File: src/rtl/diff_dec_pkg.sv
// Shared types for the diff_decoder frame arbiter: IQ sample layout, Q1.15 unity and arbiter states.
package diff_dec_pkg;

  typedef struct packed {
    logic signed [15:0] i;
    logic signed [15:0] q;
  } iq16_t;

  localparam logic signed [15:0] ONE_Q15 = 16'sd32767;
  localparam int CNT_W = 16;

  typedef enum logic [2:0] {
    IDLE,
    RESET,
    STREAM,
    DISCARD,
    DRAIN
  } arb_state_t;

  // Modulo for an index known to be below 2*n.
  function automatic int rr_wrap(input int idx, input int n);
    return (idx >= n) ? idx - n : idx;
  endfunction

endpackage

File: src/rtl/diff_dec_frame_arb_rr.sv
// Combinational round-robin pick: the first requester after last_id wins,
// last_id itself has the lowest priority.
module rr_arbiter
  import diff_dec_pkg::*;
#(
  parameter int N_SRC = 2,
  parameter int ID_W  = $clog2(N_SRC)
) (
  input  logic [N_SRC-1:0] req,
  input  logic [ID_W-1:0]  last_id,
  output logic [ID_W-1:0]  grant_id,
  output logic             grant_any
);

  // Walk offsets from farthest to nearest so the nearest requester overrides.
  always_comb begin
    grant_id  = '0;
    grant_any = 1'b0;
    for (int k = N_SRC; k >= 1; k--) begin
      for (int i = 0; i < N_SRC; i++) begin
        if (i == rr_wrap(int'(last_id) + k, N_SRC) && req[i]) begin
          grant_id  = ID_W'(i);
          grant_any = 1'b1;
        end
      end
    end
  end

endmodule

File: src/rtl/diff_dec_frame_arb.sv
// Frame-granular round-robin arbiter sharing one diff_decoder; soft-resets the decoder before each frame.
// Optional per-source frame and truncation counters are built when DIFF_DEC_ARB_STATS_EN is defined.
module diff_dec_frame_arb
  import diff_dec_pkg::*;
#(
  parameter int N_SRC      = 2,
  parameter int DATA_W     = 32,
  parameter int RST_CYCLES = 2,
  parameter int MAX_LEN    = 4096,
  parameter int ID_W       = $clog2(N_SRC)
) (
  input  logic                    clk_bb,
  input  logic                    rst_n,
  input  logic [N_SRC-1:0]        src_valid,
  output logic [N_SRC-1:0]        src_ready,
  input  logic [N_SRC*DATA_W-1:0] src_data,
  input  logic [N_SRC-1:0]        src_last,
  output logic                    dec_in_valid,
  input  logic                    dec_in_ready,
  output logic [DATA_W-1:0]       dec_in_data,
  output logic                    dec_in_last,
  input  logic                    dec_out_valid,
  input  logic                    dec_out_ready,
  input  logic                    dec_out_last,
  output logic                    dec_sw_reset,
  output logic [ID_W-1:0]         out_id,
  output logic                    busy,
  output logic                    trunc_pulse,
  output logic [N_SRC*16-1:0]     frame_cnt,
  output logic [15:0]             trunc_cnt
);

  localparam int               LEN_W    = $clog2(MAX_LEN + 1);
  localparam logic [LEN_W-1:0] LEN_CAP  = LEN_W'(MAX_LEN - 1);
  localparam logic [3:0]       RST_LAST = 4'(RST_CYCLES - 1);

  arb_state_t       state_q;
  logic [ID_W-1:0]  cur_id_q;
  logic [ID_W-1:0]  last_id_q;
  logic [3:0]       rst_cnt_q;
  logic [LEN_W-1:0] len_q;
  logic             drain_seen_q;
  logic             dec_sw_reset_q;
  logic             busy_q;
  logic             trunc_pulse_q;

  logic [ID_W-1:0]   grant_id;
  logic              grant_any;
  logic              cur_valid;
  logic              cur_last;
  logic [DATA_W-1:0] cur_data;
  logic              forced_last;
  logic              out_last_hs;
  logic              stream_hs;
  logic              discard_hs;
  logic              frame_done;
  logic              trunc_evt;

  rr_arbiter #(
    .N_SRC (N_SRC),
    .ID_W  (ID_W)
  ) u_rr (
    .req       (src_valid),
    .last_id   (last_id_q),
    .grant_id  (grant_id),
    .grant_any (grant_any)
  );

  // Lane of the source that currently owns the decoder.
  always_comb begin
    cur_valid = 1'b0;
    cur_last  = 1'b0;
    cur_data  = '0;
    for (int i = 0; i < N_SRC; i++) begin
      if (cur_id_q == ID_W'(i)) begin
        cur_valid = src_valid[i];
        cur_last  = src_last[i];
        cur_data  = src_data[i*DATA_W +: DATA_W];
      end
    end
  end

  assign forced_last = (len_q == LEN_CAP);
  assign out_last_hs = dec_out_valid & dec_out_ready & dec_out_last;
  assign stream_hs   = (state_q == STREAM) & cur_valid & dec_in_ready;
  assign discard_hs  = (state_q == DISCARD) & cur_valid;
  assign trunc_evt   = stream_hs & forced_last & ~cur_last;

  // The frame is finished once its final decoded beat has left the decoder, possibly already during DISCARD.
  assign frame_done = ((state_q == DRAIN) & (out_last_hs | drain_seen_q)) |
                      (discard_hs & cur_last & (out_last_hs | drain_seen_q));

  always_comb begin
    src_ready    = '0;
    dec_in_valid = 1'b0;
    dec_in_data  = '0;
    dec_in_last  = 1'b0;
    if (state_q == STREAM) begin
      dec_in_valid = cur_valid;
      dec_in_data  = cur_data;
      dec_in_last  = cur_last | forced_last;
      for (int i = 0; i < N_SRC; i++) begin
        src_ready[i] = (cur_id_q == ID_W'(i)) & dec_in_ready;
      end
    end else if (state_q == DISCARD) begin
      for (int i = 0; i < N_SRC; i++) begin
        src_ready[i] = (cur_id_q == ID_W'(i));
      end
    end
  end

  always_ff @(posedge clk_bb) begin
    if (!rst_n) begin
      state_q        <= IDLE;
      cur_id_q       <= '0;
      last_id_q      <= ID_W'(N_SRC - 1);
      rst_cnt_q      <= '0;
      len_q          <= '0;
      drain_seen_q   <= 1'b0;
      dec_sw_reset_q <= 1'b0;
      busy_q         <= 1'b0;
      trunc_pulse_q  <= 1'b0;
    end else begin
      trunc_pulse_q <= trunc_evt;
      if ((state_q == STREAM || state_q == DISCARD) && out_last_hs) begin
        drain_seen_q <= 1'b1;
      end
      case (state_q)
        IDLE: begin
          if (grant_any) begin
            state_q        <= RESET;
            cur_id_q       <= grant_id;
            rst_cnt_q      <= '0;
            drain_seen_q   <= 1'b0;
            dec_sw_reset_q <= 1'b1;
            busy_q         <= 1'b1;
          end
        end
        RESET: begin
          rst_cnt_q <= rst_cnt_q + 4'd1;
          if (rst_cnt_q == RST_LAST) begin
            state_q        <= STREAM;
            len_q          <= '0;
            dec_sw_reset_q <= 1'b0;
          end
        end
        STREAM: begin
          if (stream_hs) begin
            len_q <= len_q + LEN_W'(1);
            if (cur_last) begin
              state_q <= DRAIN;
            end else if (forced_last) begin
              state_q <= DISCARD;
            end
          end
        end
        DISCARD: begin
          if (discard_hs && cur_last) begin
            if (frame_done) begin
              state_q   <= IDLE;
              last_id_q <= cur_id_q;
              busy_q    <= 1'b0;
            end else begin
              state_q <= DRAIN;
            end
          end
        end
        DRAIN: begin
          if (frame_done) begin
            state_q   <= IDLE;
            last_id_q <= cur_id_q;
            busy_q    <= 1'b0;
          end
        end
        default: state_q <= IDLE;
      endcase
    end
  end

  assign dec_sw_reset = dec_sw_reset_q;
  assign busy         = busy_q;
  assign trunc_pulse  = trunc_pulse_q;
  assign out_id       = busy_q ? cur_id_q : '0;

`ifdef DIFF_DEC_ARB_STATS_EN
  logic [N_SRC-1:0][CNT_W-1:0] frame_cnt_q;
  logic [N_SRC-1:0][CNT_W-1:0] frame_cnt_d;
  logic [CNT_W-1:0]            trunc_cnt_q;
  logic [CNT_W-1:0]            trunc_cnt_d;

  // Both counters wrap modulo 2^16.
  always_comb begin
    frame_cnt_d = frame_cnt_q;
    trunc_cnt_d = trunc_cnt_q + {{(CNT_W-1){1'b0}}, trunc_pulse_q};
    for (int i = 0; i < N_SRC; i++) begin
      if (frame_done && cur_id_q == ID_W'(i)) begin
        frame_cnt_d[i] = frame_cnt_q[i] + 16'd1;
      end
    end
  end

  always_ff @(posedge clk_bb) begin
    if (!rst_n) begin
      frame_cnt_q <= '0;
      trunc_cnt_q <= '0;
    end else begin
      frame_cnt_q <= frame_cnt_d;
      trunc_cnt_q <= trunc_cnt_d;
    end
  end

  assign frame_cnt = frame_cnt_q;
  assign trunc_cnt = trunc_cnt_q;
`else
  assign frame_cnt = '0;
  assign trunc_cnt = '0;
`endif

endmodule

File: config.mk
export PLATFORM = sky130hd
export DESIGN_NAME = diff_dec_frame_arb
export DESIGN_NICKNAME = d
export VERILOG_FILES = /design/src/rtl/diff_dec_pkg.sv /design/src/rtl/diff_dec_frame_arb_rr.sv /design/src/rtl/diff_dec_frame_arb.sv
export SDC_FILE = /design/constraint.sdc
export NUM_CORES = 1
export LEC_CHECK = 0
export ABC_AREA = 1
export CELL_PAD_IN_SITES_DETAIL_PLACEMENT = 1
export CELL_PAD_IN_SITES_GLOBAL_PLACEMENT = 1
export CORE_ASPECT_RATIO = 0.7
export CORE_UTILIZATION = 25
export DETAILED_ROUTE_END_ITERATION = 7
export GPL_TIMING_DRIVEN = 0
export PLACE_DENSITY = 0.85
export SLEW_MARGIN = 20
export SYNTH_ARGS = -nofsm -noshare
export SYNTH_HDL_FRONTEND = slang
export SYNTH_SLANG_ARGS = --single-unit
File: constraint.sdc
create_clock -name clk_bb -period 2.4 [get_ports clk_bb]
set_clock_uncertainty 0.15 [all_clocks]
set_input_delay 0.36 -clock clk_bb [delete_from_list [all_inputs] [get_ports clk_bb]]
set_output_delay 0.36 -clock clk_bb [all_outputs]
set_load 0.005 [all_outputs]
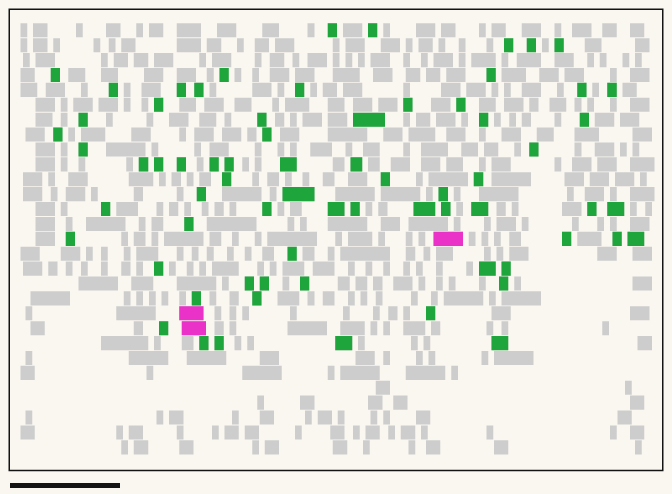
Run 1: selected gate families
Scale bar: 20 um.
colour	family	cells
green	aoi and oai cells	69
magenta	fa/ha/maj cells	3
combinational fraction of the cell area: 0.377
Layout Cells excl Fill: 680
Commonest Layout Cell: nand2_1

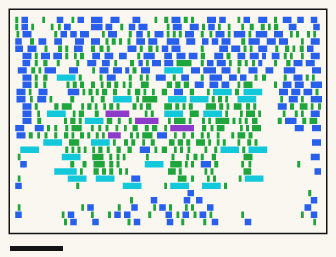
Run 1: placement by cell class
Scale bar: 20 um.
colour	class	cells	share of their area
purple	clock drivers and dummy loads	4	2.3%
green	combinational and other logic	352	42%
cyan	sequential cells	26	13%
blue	remaining buffers and delay cells	174	42%
core area: 9180 um2
Design Area, Final: 4040 um2
final core utilization: 0.440
Seq/total area: 0.130

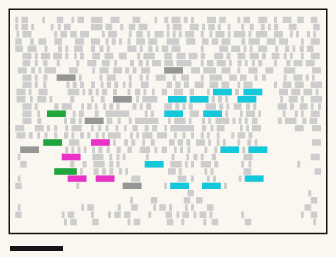
Run 1: register map, names as in the netlist
Scale bar: 20 um.
colour	name in the netlist	flops
cyan	len_q	13
green	state_q	3
magenta	rst_cnt_q	4
not coloured	6
Register Area: 524 um2
seq pwr: 547 uW

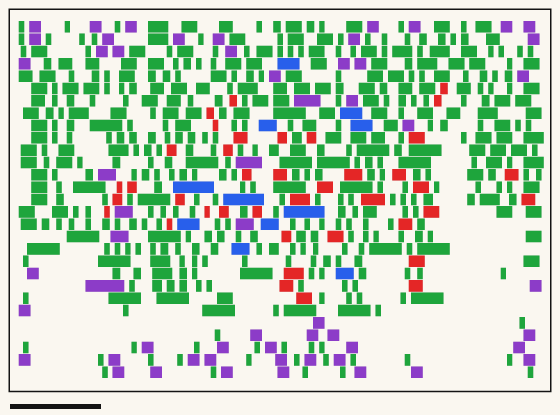
Run 1: cell sizes after repair
Scale bar: 20 um.
colour	size	cells
blue	_6 and larger	11
red	_2 cells	39
green	_0 and _1 cells	449
purple	_3 and _4 cells	57
worst setup margin: 43.2 ps
area grow syn2layout: 68.5%
buffers outside the clock class: 174

==> results.ini, run 1 <==
[synthesis]
synth.cellmix.simpleShare=0.365
yosys.area_share.adder=0.0156
ys_cells=392
synthArstFlopShare=0
ys_seq_frac=0.217
topCellsByArea=dfxtp_1, nand2_1, buf_4
ys_ff=26

[cts]
path_clk_slew_ps=70
clock_latency_ps=260

[drt]
route.detailed.drc=0
wl_met3_um=417

[place]
post_dp_cell_area_um2=3860
hpwl_um=7400
numPortBuffers=113

[floorplanning]
num_rows=29
fp.dieArea_um2=10000

[layout]
logic_gates=318
largestClassByArea=non-clock buffers
flops=26

[grt]
gr-usage-met2=0.328

[setup_path]
r2r-start=rst_cnt_q[1]$_SDFFE_PN0P_
timing.rr.end=len_q[6]$_SDFFE_PN0P_
worstPathRequired_ps=1890

[pwr]
pg_comb_mw=1.59

[hold_path]
hold_depth=2

[timing]
fin_crit_sh=0.982

[status]
status=complete, no violations

-- run 1: layout by cell type (no fill, tap or decap), drive strengths merged --
cell and count:
a21oi 52, a31oi 1, and3 2, buf 53
clkbuf 12, clkdlybuf4s50 85, conb 48, dfxtp 26
dlygate4sd2 16, dlymetal6s2s 12, ha 3, inv 34
nand2 128, nand3 18, nand4 3, nor2 39
nor3 4, nor4 2, o21ai 15, o21bai 1
or2 1, xor2 1
-- run 1: state kept, by name (all words and copies together), names as in the netlist --
register and count:
trunc_pulse 1, last_id_q 1, busy 1, cur_id_q 1, len_q 13, dec_sw_reset 1
state_q 3, drain_seen_q 1, rst_cnt_q 4
--- run 2 (diff from run 1) ---
--- a/config.mk
+++ b/config.mk
@@ -13,7 +13,6 @@
 export DETAILED_ROUTE_END_ITERATION = 7
 export GPL_TIMING_DRIVEN = 0
 export PLACE_DENSITY = 0.85
-export SLEW_MARGIN = 20
 export SYNTH_ARGS = -nofsm -noshare
 export SYNTH_HDL_FRONTEND = slang
 export SYNTH_SLANG_ARGS = --single-unit
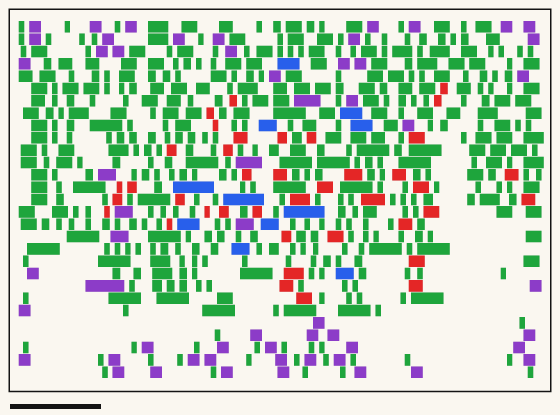
Run 2: cell sizes after repair
Scale bar: 20 um.
colour	size	cells
purple	_3 and _4 cells	57
red	_2 cells	39
blue	_6 and larger	11
green	_0 and _1 cells	449

==> run 2 against run 1 <==
- worst setup slack is the same
- via count is the same
- first-iteration DRC count unchanged
- sequential cell count stayed put
- worst hold slack unchanged
==> results.ini, run 2 <==
[layout]
final_util=0.440  ; unchanged
seq_area_um2=524  ; unchanged
largest_reg_flops=13  ; unchanged
areaGrowthSynthToFinish_pct=68.5  ; unchanged
sh_comb_area=0.377  ; unchanged
logic_gates=318  ; unchanged
layout_top_cell=nand2_1
flops=26  ; unchanged
finish.cell_count_without_fillers=680  ; unchanged
num-nonclk-buffers=174  ; unchanged
largestClassByArea=non-clock buffers

[timing]
fin_crit_sh=0.982  ; unchanged

[grt]
gr-usage-met2=0.328  ; unchanged

[place]
post_dp_cell_area_um2=3860  ; unchanged
numPortBuffers=113  ; unchanged
hpwl_um=7400  ; unchanged

[drt]
route.detailed.drc=0  ; unchanged
wl_met3_um=417  ; unchanged
ant_nets=0

[cts]
path_clk_slew_ps=70  ; about the same
cts_tree=done
clock_latency_ps=260  ; about the same

[floorplanning]
core_area_um2=9180  ; unchanged
fp.dieArea_um2=10000  ; unchanged

[setup_path]
worst_r2r_path_depth=7
worstPathRequired_ps=1890  ; about the same
timing.rr.end=len_q[6]$_SDFFE_PN0P_
cp.buffers_inverters=4

[synthesis]
topCellsByArea=dfxtp_1, nand2_1, buf_4
ys_cells=392  ; unchanged
synthArstFlopShare=0  ; unchanged
ys_seq_frac=0.217  ; unchanged

[status]
status=complete, no violations

[hold_path]
hold_depth=2  ; unchanged

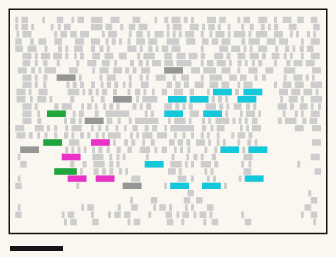
Run 2: register map, names as in the netlist
Scale bar: 20 um.
colour	name in the netlist	flops
cyan	len_q	13
magenta	rst_cnt_q	4
green	state_q	3

[run 2: power by group through the flow]
| stage | clock network (mW) | registers [mW] | logic, mW |
|---|---|---|---|
| detailed placement | 0 | 0.554 | 1.56 |
| finish | 0.416 | 0.547 | 1.59 |
| global placement | 0 | 0.551 | 1.51 |
| global route | 0.443 | 0.558 | 1.76 |
| CTS | 0.429 | 0.548 | 1.60 |
| floorplan | 0 | 0.544 | 0.919 |
[run 2: cells by family (layout without fill, tap and decap cells)]
group | Yosys count | after routing | synth area share
compound gates | 69 | 69 | 0.161
xor+xnor | 1 | 1 | 0.00365
fa+ha+maj | 3 | 3 | 0.0157
buf+inv | 95 | 212 | 0.236
flops | 26 | 26 | 0.217
other cells | 1 | 48 | 0.00156
simple gates | 197 | 197 | 0.365
Run 2, selected gate families:
Scale bar: 20 um.
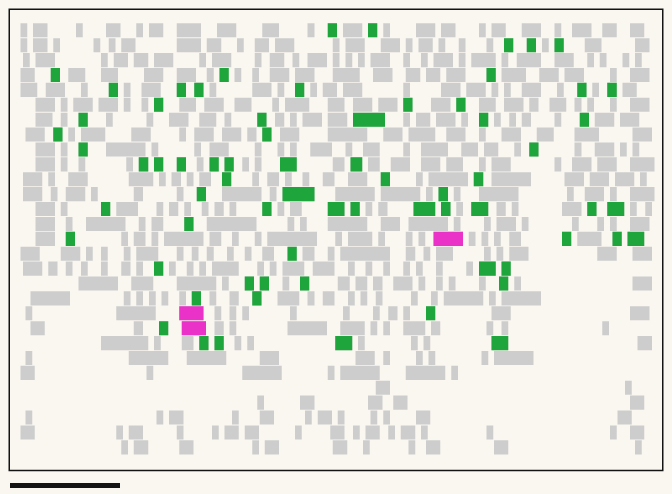

--- run 3 (diff from run 2) ---
--- a/config.mk
+++ b/config.mk
@@ -13,6 +13,7 @@
 export DETAILED_ROUTE_END_ITERATION = 7
 export GPL_TIMING_DRIVEN = 0
 export PLACE_DENSITY = 0.85
+export SETUP_SLACK_MARGIN = 0.15
 export SYNTH_ARGS = -nofsm -noshare
 export SYNTH_HDL_FRONTEND = slang
 export SYNTH_SLANG_ARGS = --single-unit
==> constraint.sdc (replaced) <==
create_clock -name clk_bb -period 2.4 [get_ports clk_bb]
set_clock_uncertainty 0.15 [all_clocks]
set_input_delay 0.24 -clock clk_bb [delete_from_list [all_inputs] [get_ports clk_bb]]
set_output_delay 0.24 -clock clk_bb [all_outputs]
set_load 0.005 [all_outputs]
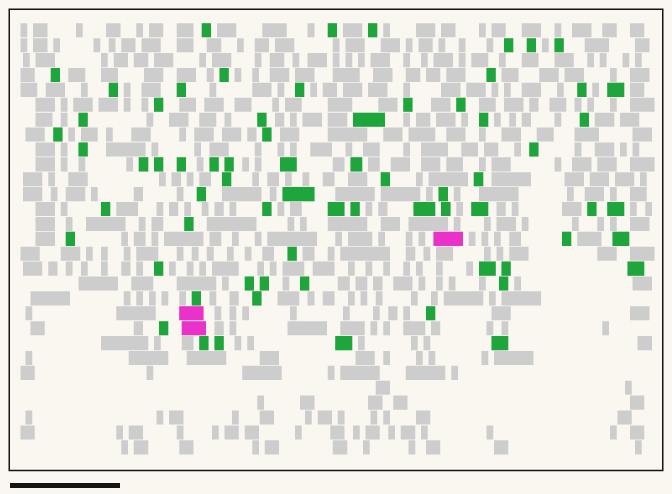
Run 3: selected gate families
Scale bar: 20 um.
colour	family	cells
magenta	fa/ha/maj cells	3
green	aoi and oai cells	69
combinational fraction of the cell area: 0.380

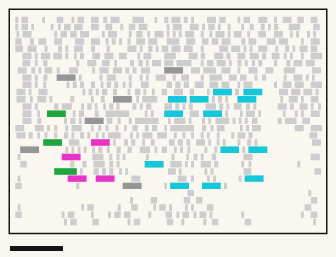
Run 3: register map, names as in the netlist
Scale bar: 20 um.
colour	name in the netlist	flops
cyan	len_q	13
green	state_q	3
magenta	rst_cnt_q	4
final core utilization: 0.439
Seq/total area: 0.130

==> run 3 against run 2 <==
- maximum frequency rose by 3.9%
- core utilization fell by 0.095 points
- sequential power barely moved
- power fell by 0.15%
- via count rose by 0.20%
- synthesized cell count did not move
- first-iteration DRC count rose by 1.4%
==> results.ini, run 3 <==
[status]
status=complete, no violations

[drt]
route.detailed.drc=0  ; unchanged
wl_met3_um=422  ; +1.2%
ant_nets=0  ; unchanged

[pwr]
powerClk_uw=416  ; about the same
p_seq_uw=547  ; about the same
top_power_group=combinational logic

[setup_path]
timing.rr.end=len_q[6]$_SDFFE_PN0P_
worstPathRequired_ps=2010  ; +120 ps
worst_r2r_path_depth=7  ; unchanged

[layout]
largest_reg_flops=13  ; unchanged
layout_top_cell=nand2_1
finish.cell_count_without_fillers=680  ; unchanged

[synthesis]
ys_cells=392  ; unchanged
synth.cellmix.simpleShare=0.365  ; unchanged
ff_type=dfxtp_1
synthAoiAreaFrac=0.161  ; unchanged
ys_seq_frac=0.217  ; unchanged
topCellsByArea=dfxtp_1, nand2_1, buf_4
top_logic_kind=simple AND/OR/NAND/NOR gates
synthArstFlopShare=0  ; unchanged
yosys.area_share.adder=0.0156  ; unchanged

[place]
post_dp_cell_area_um2=3860  ; unchanged
hpwl_um=7400  ; unchanged
numPortBuffers=113  ; unchanged

[timing]
fin_crit_sh=0.945  ; -0.0366
setup_viol=0

[cts]
path_clk_slew_ps=70  ; about the same
clock_latency_ps=260  ; about the same
cts_tree=done

[floorplanning]
core_area_um2=9180  ; unchanged
fp_util=0.261
fp.dieArea_um2=10000  ; unchanged

[grt]
grt_util_all_layers=0.175
gr-usage-met2=0.329  ; +0.00106

## run 3: cell counts after synthesis
Identical to the previous run, type by type.
## run 3: timing repair
action,4_1_cts,5_1_grt
gates resized,45,14
gates cloned,0,0
endpoints found under the setup margin,32,10
## run 3: final cells by class
| type | count | area [um2] |
|---|---|---|
| Sequential cell | 26 | 524 |
| Fill cell | 1204 | 5150 |
| Buffer | 61 | 482 |
| Tap cell | 124 | 155 |
| Clock buffer | 4 | 88.8 |
| Multi-Input combinational cell | 318 | 1530 |
| Timing Repair Buffer | 113 | 1120 |
| Inverter | 34 | 128 |
## run 3: critical path, delay by kind of cell (launching register included)
| kind | cells | cell delay (ps) |
|---|---|---|
| flip-flops | 1 | 370 |
| AND-OR/OR-AND | 1 | 140 |
| buffers and inverters | 4 | 900 |
| AND/OR/NAND/NOR | 2 | 200 |
Power and IR drop assume default switching activity.
